`config.mk`:
```
export PLATFORM = sky130hd
export DESIGN_NAME = uart_apb_fifo_regs
export DESIGN_NICKNAME = d
export VERILOG_FILES = /design/src/rtl/uart_apb_fifo_regs.sv
export SDC_FILE = /design/constraint.sdc
export NUM_CORES = 1
export LEC_CHECK = 0
export ABC_AREA = 1
export CELL_PAD_IN_SITES_DETAIL_PLACEMENT = 1
export CELL_PAD_IN_SITES_GLOBAL_PLACEMENT = 1
export CORE_ASPECT_RATIO = 2
export CORE_UTILIZATION = 41
export CTS_CLUSTER_DIAMETER = 150
export DETAILED_ROUTE_END_ITERATION = 12
export PLACE_DENSITY_LB_ADDON = 0.2
export SLEW_MARGIN = 0
export SYNTH_ARGS = -nofsm -noshare
export SYNTH_HDL_FRONTEND = slang
export SYNTH_SLANG_ARGS = --single-unit
```
`constraint.sdc`:
```
create_clock -name pClk -period 2.3 [get_ports pClk]
set_clock_uncertainty 0.15 [all_clocks]
set_input_delay 0.575 -clock pClk [delete_from_list [all_inputs] [get_ports pClk]]
set_output_delay 0.575 -clock pClk [all_outputs]
set_load 0.03 [all_outputs]
```
`src/rtl/uart_apb_fifo_regs.sv`:
```
// APB register front end for the UART: TX/RX FIFOs, baud/control registers,
// status with sticky W1C error flags, FIFO levels and a registered interrupt.
`timescale 1ns/1ps

module uart_fifo #(
    parameter int WIDTH = 8,
    parameter int DEPTH = 16
) (
    input  logic                       pClk,
    input  logic                       pReset,
    input  logic                       flush,
    input  logic                       push,
    input  logic                       pop,
    input  logic [WIDTH-1:0]           wrData,
    output logic [WIDTH-1:0]           rdData,
    output logic [$clog2(DEPTH):0]     count,
    output logic                       empty,
    output logic                       full
);
    localparam int PW = $clog2(DEPTH);
    localparam int CW = PW + 1;

    logic [WIDTH-1:0] mem [DEPTH];
    logic [PW-1:0]    wrPtr;
    logic [PW-1:0]    rdPtr;
    logic             doPush;
    logic             doPop;

    assign empty  = (count == '0);
    assign full   = (count == CW'(DEPTH));
    assign rdData = mem[rdPtr];
    // A full FIFO still accepts a push when the head leaves in the same cycle.
    assign doPush = push && (!full || pop);
    assign doPop  = pop && !empty;

    always_ff @(posedge pClk) begin
        if (doPush && !flush) begin
            mem[wrPtr] <= wrData;
        end
    end

    always_ff @(posedge pClk or negedge pReset) begin
        if (!pReset) begin
            wrPtr <= '0;
            rdPtr <= '0;
            count <= '0;
        end else if (flush) begin
            wrPtr <= '0;
            rdPtr <= '0;
            count <= '0;
        end else begin
            if (doPush) wrPtr <= wrPtr + PW'(1);
            if (doPop)  rdPtr <= rdPtr + PW'(1);
            if (doPush && !doPop) begin
                count <= count + CW'(1);
            end else if (doPop && !doPush) begin
                count <= count - CW'(1);
            end
        end
    end
endmodule

module uart_apb_fifo_regs #(
    parameter int DATA_W   = 8,
    parameter int TX_DEPTH = 16,
    parameter int RX_DEPTH = 16,
    parameter int BAUD_W   = 16,
    parameter int BAUD_RST = 325
) (
    input  logic              pClk,
    input  logic              pReset,
    input  logic              pSel,
    input  logic              pEnable,
    input  logic              pWrite,
    input  logic [31:0]       pAddr,
    input  logic [31:0]       pWdata,
    output logic [31:0]       pReadData,
    output logic [DATA_W-1:0] tx_data,
    output logic              tx_valid,
    input  logic              tx_ready,
    input  logic [DATA_W-1:0] rx_data,
    input  logic              rx_valid,
    input  logic              rx_frm_err,
    output logic [BAUD_W-1:0] baud_div,
    output logic              tx_en,
    output logic              rx_en,
    output logic              irq
);
    typedef enum logic [7:0] {
        REG_TXDATA = 8'h00,
        REG_RXDATA = 8'h01,
        REG_BAUD   = 8'h02,
        REG_CTRL   = 8'h03,
        REG_STATUS = 8'h04,
        REG_LEVEL  = 8'h05
    } regAddr_e;

    logic [7:0]  addr;
    logic        wrAccess;
    logic        rdAccess;
    logic        rdSetup;
    logic [4:0]  ctrlReg;
    logic        rxOvf, txOvf, frmErr;
    logic [2:0]  stickyClr;
    logic [7:0]  status;
    logic [31:0] rdMux;
    logic        unusedBits;

    logic                      txPushReq, txPopReq, txFlush, txEmpty, txFull;
    logic                      rxPushReq, rxPopReq, rxFlush, rxEmpty, rxFull;
    logic [$clog2(TX_DEPTH):0] txCount;
    logic [$clog2(RX_DEPTH):0] rxCount;
    logic [DATA_W-1:0]         rxHead;

    assign addr       = pAddr[7:0];
    assign wrAccess   = pSel && pEnable && pWrite;
    assign rdAccess   = pSel && pEnable && !pWrite;
    assign rdSetup    = pSel && !pEnable && !pWrite;
    assign unusedBits = ^{pAddr[31:8], pWdata};

    assign tx_en    = ctrlReg[0];
    assign rx_en    = ctrlReg[1];
    assign tx_valid = !txEmpty && tx_en;

    assign txPushReq = wrAccess && (addr == REG_TXDATA);
    assign txPopReq  = tx_valid && tx_ready;
    assign txFlush   = wrAccess && (addr == REG_CTRL) && pWdata[5];
    assign rxPushReq = rx_valid && rx_en;
    assign rxPopReq  = rdAccess && (addr == REG_RXDATA);
    assign rxFlush   = wrAccess && (addr == REG_CTRL) && pWdata[6];
    assign stickyClr = (wrAccess && (addr == REG_STATUS)) ? pWdata[7:5] : '0;

    uart_fifo #(.WIDTH(DATA_W), .DEPTH(TX_DEPTH)) txFifo (
        .pClk(pClk), .pReset(pReset), .flush(txFlush), .push(txPushReq),
        .pop(txPopReq), .wrData(pWdata[DATA_W-1:0]), .rdData(tx_data),
        .count(txCount), .empty(txEmpty), .full(txFull)
    );

    uart_fifo #(.WIDTH(DATA_W), .DEPTH(RX_DEPTH)) rxFifo (
        .pClk(pClk), .pReset(pReset), .flush(rxFlush), .push(rxPushReq),
        .pop(rxPopReq), .wrData(rx_data), .rdData(rxHead),
        .count(rxCount), .empty(rxEmpty), .full(rxFull)
    );

    assign status = {frmErr, txOvf, rxOvf, rxFull, txFull, !txFull, txEmpty, !rxEmpty};

    always_comb begin
        rdMux = '0;
        case (addr)
            REG_RXDATA: rdMux[DATA_W-1:0] = rxEmpty ? '0 : rxHead;
            REG_BAUD:   rdMux[BAUD_W-1:0] = baud_div;
            REG_CTRL:   rdMux[4:0]        = ctrlReg;
            REG_STATUS: rdMux[7:0]        = status;
            REG_LEVEL:  rdMux[15:0]       = {8'(rxCount), 8'(txCount)};
            default:    rdMux             = '0;
        endcase
    end

    // Overflow is suppressed when a flush lands in the same cycle; a new
    // error event beats a simultaneous W1C of the same bit.
    always_ff @(posedge pClk or negedge pReset) begin
        if (!pReset) begin
            pReadData <= '0;
            ctrlReg   <= '0;
            baud_div  <= BAUD_W'(BAUD_RST);
            rxOvf     <= 1'b0;
            txOvf     <= 1'b0;
            frmErr    <= 1'b0;
            irq       <= 1'b0;
        end else begin
            if (rdSetup) pReadData <= rdMux;
            if (wrAccess && (addr == REG_CTRL)) ctrlReg  <= pWdata[4:0];
            if (wrAccess && (addr == REG_BAUD)) baud_div <= pWdata[BAUD_W-1:0];
            rxOvf  <= (rxPushReq && rxFull && !rxPopReq && !rxFlush) || (rxOvf && !stickyClr[0]);
            txOvf  <= (txPushReq && txFull && !txPopReq && !txFlush) || (txOvf && !stickyClr[1]);
            frmErr <= rx_frm_err || (frmErr && !stickyClr[2]);
            irq    <= (ctrlReg[2] && !rxEmpty) || (ctrlReg[3] && txEmpty)
                   || (ctrlReg[4] && (rxOvf || txOvf || frmErr));
        end
    end
endmodule
```
Run 1, PDN straps and rails:
The bar under the picture is 50 µm long. Pins as bars on the die edge. Tap cells in grey.
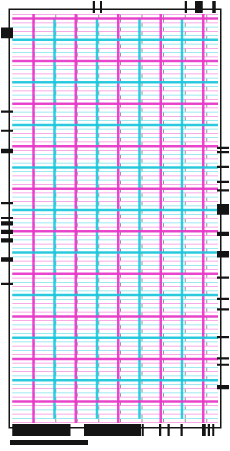
Key: cyan = VDD; magenta = VSS
441 tap cells. 140 signal pins sit on the boundary. 19 straps on met5. The core has 96 rows. 97 met1 rails follow the rows.

Run 1, placed cells, one colour a class:
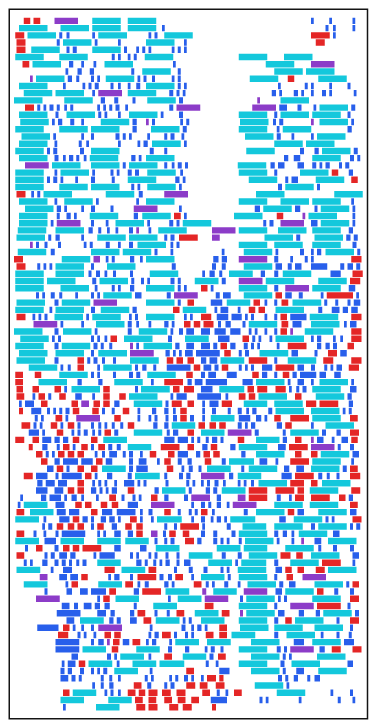
Key: red = remaining buffers and delay cells [cells 271]; purple = clock drivers and dummy loads [cells 52]; blue = combinational and other logic [cells 977]; cyan = sequential cells [cells 323]

==> metrics.yaml, run 1 <==
run_status:
  outcome: "complete, but fails checks"
  violations: "setup timing"
power:
  p_per_area_nw_per_um2: 696
  ir_drop_mv: 0.654
  finalPower_w: 0.0128
timing:
  setup_viol: 11
  worst_pin_slew_ns: 0.608
  layout_min_cycle_time_ns: 2.98
  fin_setup_tns_ns: -5.41
  fin_ws_ns: -0.682
  period_used_pct: 130
logic_synthesis:
  yosysWarningCount: 0
  ys.flops: 323
  syn_area_um2: 14400
  top_logic_kind: "simple AND/OR/NAND/NOR gates"
  mux_share_pct: 0
  edf_count: 256
  ys_sh_simple_pct: 19.9
  syn_inst: 1357
  synth_cell_types: 41
  fa_ha_area_share_pct: 1.85
  ys_sh_aoi_pct: 7.20
  synthTopCellsByArea: "edfxtp_1 54%, dfrtp_1 11%, nand2_1 7.6%, nor2_1 5.1%, nand3_1 4.2%"
  avgSynthCellArea_um2: 10.6
  flop_cell: "edfxtp_1"
  yosysChipArea_um2: 14400
  top_area_cell: "edfxtp_1"
cts:
  ctsRootBufferMaster: "clkbuf_16"
  numCtsBuffers: 29
  cts_tree: "yes"
  cts_resized: 104
  clk_latency_ns: 0.58
  clkTransAtPathRegs_ns: 0.07
  cts_sinks: 323
  cts-hold-fix-buffers: 1
  cts.htree.levels: 1
placement:
  gp_congestion: 0.863
  io_buffer_count: 83
  pre_cts_ws_ns: -0.943
  dpl.cell_count: 1969
setup_path:
  crit_end: "tx_data[3]"
  cp.arrival_ns: 2.26
  r2r_cells: 16
  critPathLaunchType: "register"
  r2r_end: "txFifo.count[3]"
  cp.depth: 9
  crit_slowest_cell: "dfrtp_2"
  end_kind: "output port"
  cpPeakStageDelay_ns: 0.46
  r2r_setup_slack_ns: -0.06
  required_ns: 1.57
  cp_top_family: "buffers and inverters"
  cp_cell_sequence: "clkinv_4 > buf_12 > clkbuf_16 > buf_6 > nor2_1 > o211ai_1 > o211ai_1 > nand2_1 > buf_6"
finish:
  sh_comb_area_pct: 25.6
  logic_area_um2: 4710
  buffer_area_share_pct: 13.8
  lay_top_count: "nand2_1"
  fin_nets: 1702
  dominant_cells: "sequential cells"
  drive_gt1_share_pct: 22.2
  final-clk-cell-share_pct: 4.91
floorplan:
  chip_area_um2: 35800
  die_y_um: 267
  num_rows: 96
  die_w_um: 134
route:
  ant_nets: 0
  via_per_inst: 5.18
  vias: 10687
global_routing:
  grt_pass1_wl_um: 65400
  grt_pass1_vias: 11550
  grt_overflow_total: 0
  grt.total_usage_pct: 24.4
min_path:
  hp-class: "in -> async"
job:
  warning_count: 75
Run 1, clock distribution:
The bar under the picture is 50 µm long.
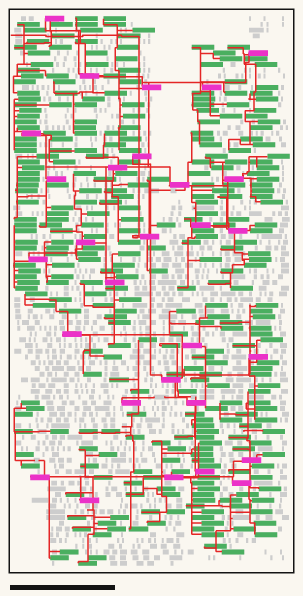
Key: green = flip-flops [count 323]; magenta = clock drivers [count 29]; red = clock wires [length 3800 µm]
There are 30 routed clock nets.

Run 1, routed metal, one colour a layer:
The bar under the picture is 50 µm long. Only two layers are drawn.
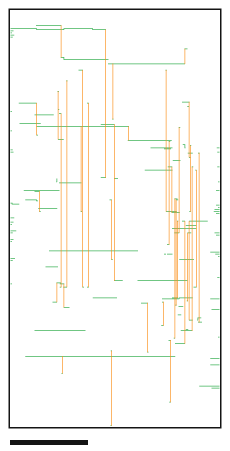
Key: green = metal 3 [wire length 925 µm]; orange = metal 4 [wire length 2100 µm]

run 1: flip-flops by register name, summed over array words and instances, names as in the netlist:
register      flops
txFifo.rdPtr      4
baud_div         16
rxFifo.rdPtr      4
frmErr            1
txFifo.count      5
rxFifo.count      5
ctrlReg           5
txFifo.mem      128
rxOvf             1
txOvf             1
txFifo.wrPtr      4
irq               1
rxFifo.wrPtr      4
pReadData        16
rxFifo.mem      128
run 1: report_power, final:
part           internal (W)  switching [W]  leakage (nW)
clock               0.00253        0.00218         0.433
combinational      0.000689       0.000977          3.84
sequential          0.00637      0.0000624          3.15
total               0.00959        0.00322          7.42
run 1: routing by layer:
layer  up-vias  share of wire [%]  track usage, %
met5         -                  0               0
met4         0                4.9            12.3
met3        78                2.2            2.20
li1       5097                  -               -
met2       182                 58            49.0
met1      5330                 35            24.1
Run 1, the clock network:
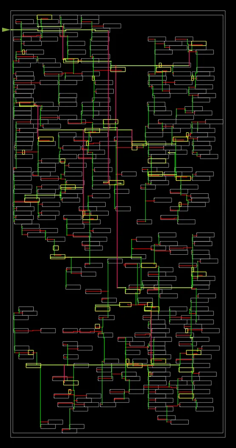

--- run 2 (diff from run 1) ---
--- a/config.mk
+++ b/config.mk
@@ -9,10 +9,12 @@
 export CELL_PAD_IN_SITES_DETAIL_PLACEMENT = 1
 export CELL_PAD_IN_SITES_GLOBAL_PLACEMENT = 1
 export CORE_ASPECT_RATIO = 2
+export CORE_MARGIN = 2
 export CORE_UTILIZATION = 41
 export CTS_CLUSTER_DIAMETER = 150
 export DETAILED_ROUTE_END_ITERATION = 12
 export PLACE_DENSITY_LB_ADDON = 0.2
+export REMOVE_ABC_BUFFERS = 1
 export SLEW_MARGIN = 0
 export SYNTH_ARGS = -nofsm -noshare
 export SYNTH_HDL_FRONTEND = slang
Run 2, the clock network:
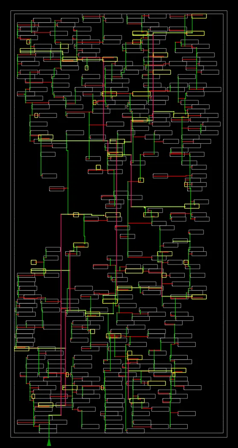
P_clk: 0.00521 W
clock buffers: 31
Seq cells: 323
CTS buffer count: 29
CTS Sinks: 323

==> metrics.yaml, run 2 <==
placement:
  pre_cts_ws_ns: -1.03  # -0.0877 ns
  placed_area_um2: 16600
  gp_congestion: 0.817  # -5.3%
  hpwlAfterDp_um: 27500
  io_buffer_count: 83  # unchanged
logic_synthesis:
  flop_cell: "edfxtp_1"
  ys.flops: 323  # unchanged
  edf_count: 256  # unchanged
  ys_sh_simple_pct: 19.9  # unchanged
  yosysChipArea_um2: 14400  # unchanged
  yosysWarningCount: 0  # unchanged
  top_logic_kind: "simple AND/OR/NAND/NOR gates"
  fa_ha_area_share_pct: 1.85  # unchanged
  synthTopCellsByArea: "edfxtp_1 54%, dfrtp_1 11%, nand2_1 7.6%, nor2_1 5.1%, nand3_1 4.2%"
  ys_sh_aoi_pct: 7.20  # unchanged
  synth-async-reset-ratio_pct: 20.7
  mux_share_pct: 0  # unchanged
  ys_cells: 1357
  syn_inst: 1357  # unchanged
  avgSynthCellArea_um2: 10.6  # unchanged
  syn_area_um2: 14400  # unchanged
setup_path:
  cpPeakStageDelay_ns: 0.47  # about the same
  cp_cell_sequence: "buf_6 > buf_12 > o21ai_0 > o211ai_1 > o211ai_1 > nand2_1 > buf_6"
  cp.depth: 7  # -2
  end_kind: "output port"
  critPathLaunchType: "register"
  r2r_cells: 17  # +1
  cp.arrival_ns: 2.15  # -0.11 ns
  crit_end: "tx_data[7]"
  r2r_end: "txFifo.count[3]"
  r2r_setup_slack_ns: -0.28  # -0.22 ns
  cp_top_family: "buffers and inverters"
  required_ns: 1.57  # about the same
route:
  vias: 10863  # +1.6%
  top_layer_used: "met4"
  met1_length_um: 18000  # +21%
  route.met2.wl_um: 21300  # -14%
  via_per_inst: 5.25  # +1.4%
  routedWlPerCell_um: 20.2
  dr_wl_met3_um: 1530  # +65%
power:
  finalPower_w: 0.0134  # +4.3%
  p_sw_share_pct: 24.8  # -0.29 points
  pg_seq_w: 0.00644  # about the same
  power_top_consumer: "sequential cells"
  powerComb_w: 0.00171  # +2%
  p_seq_share_pct: 48.2  # -2.0 points
  power.internal_w: 0.0100  # +4.7%
  power.switching_w: 0.00332  # +3.0%
  p_clk_share_pct: 39.0  # +2.3 points
  p_per_area_nw_per_um2: 725  # +4.2%
finish:
  largest_registers: "rxFifo.mem: 128 flops, txFifo.mem: 128 flops"
  seq_share_pct: 50.9
  logic_area_um2: 4650  # -1.2%
  fin_nets: 1703  # +0.059%
  sh_comb_area_pct: 25.2  # -0.32 points
  buffer_area_share_pct: 13.6  # -0.24 points
  lay_top_count: "nand2_1"
  lay_top_cells: "281 x nand2_1, 256 x edfxtp_1, 176 x nor2_1, 151 x buf_4, 112 x nand3_1"
  final-clk-cell-share_pct: 5.47  # +0.56 points
  drive_gt1_share_pct: 22.6  # +0.40 points
  dominant_cells: "sequential cells"
timing:
  period_used_pct: 125  # -4.5 points
  worst_pin_slew_ns: 0.603  # -0.00550 ns
  layout_min_cycle_time_ns: 2.88  # -0.102 ns
  fin_ws_ns: -0.579  # +0.102 ns
  fin_setup_tns_ns: -5.13  # +0.282 ns
  setup_viol: 13  # +2
global_routing:
  grt_overflow_total: 0  # unchanged
  grtUsageMet1_pct: 30.1  # +6.0 points
  grt-busiest-layer: "met2"
  grt_pass1_wl_um: 64200  # -1.8%
  met2_usage_pct: 39.4  # -9.6 points
  grt.total_usage_pct: 22.7  # -1.6 points
  grt_pass1_vias: 11582  # +0.28%
  gr-usage-met3_pct: 2.05  # -0.15 points
job:
  warning_count: 73  # -2.7%
min_path:
  hp-class: "reg -> reg"
floorplan:
  chip_area_um2: 36600  # +2.3%
  floorplanUtilization_pct: 41.3
  ioPinCount: 140
cts:
  ctsRootBufferMaster: "clkbuf_16"
  clkTransAtPathRegs_ns: 0.07  # about the same
  cts_tree: "yes"
run_status:
  violations: "setup timing"
  outcome: "complete, but fails checks"
Run 2, PDN straps and rails:
The bar under the picture is 50 µm long. Pins as bars on the die edge. Tap cells in grey.
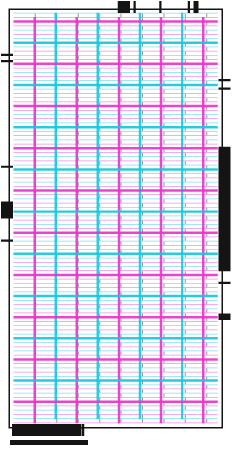
Key: magenta = VSS; cyan = VDD
445 tap cells. 9 straps on met4.
CORE AREA: 34700 µm²
width of the die: 136 µm
die height: 269 µm
maximum vdd ir drop: 0.639 mV

## run 2: kinds of logic (layout without fill, tap and decap cells)
family,after synthesis,after routing
adders and majority gates,20,20
xor gates and xnor gates,14,14
buffers and inverters,156,409
other,1,16
AOI/OAI and AO/OA,186,186
DFF,323,323
and+or+nand+nor,657,657
## run 2: through the flow
stage	utilization, %	hold slack [ns]	std cells
2_1_floorplan	-	0.129	1300
3_3_place_gp	47.8	0.323	1973
3_5_place_dp	47.8	0.323	1973
4_1_cts	52.3	0.336	2056
5_1_grt	53.1	0.363	2070
6_report	53.1	0.334	2070
## run 2: repair_timing
action                                  CTS  global route
gates resized                           147            71
buffers inserted                         27            20
hold buffers                              1             0
pin swaps                                41            31
gates cloned                              3             0
hold endpoints to repair                 63             0
endpoints found under the setup margin  245           224
Power figures rest on the tool's default switching activity, not on a simulated workload.
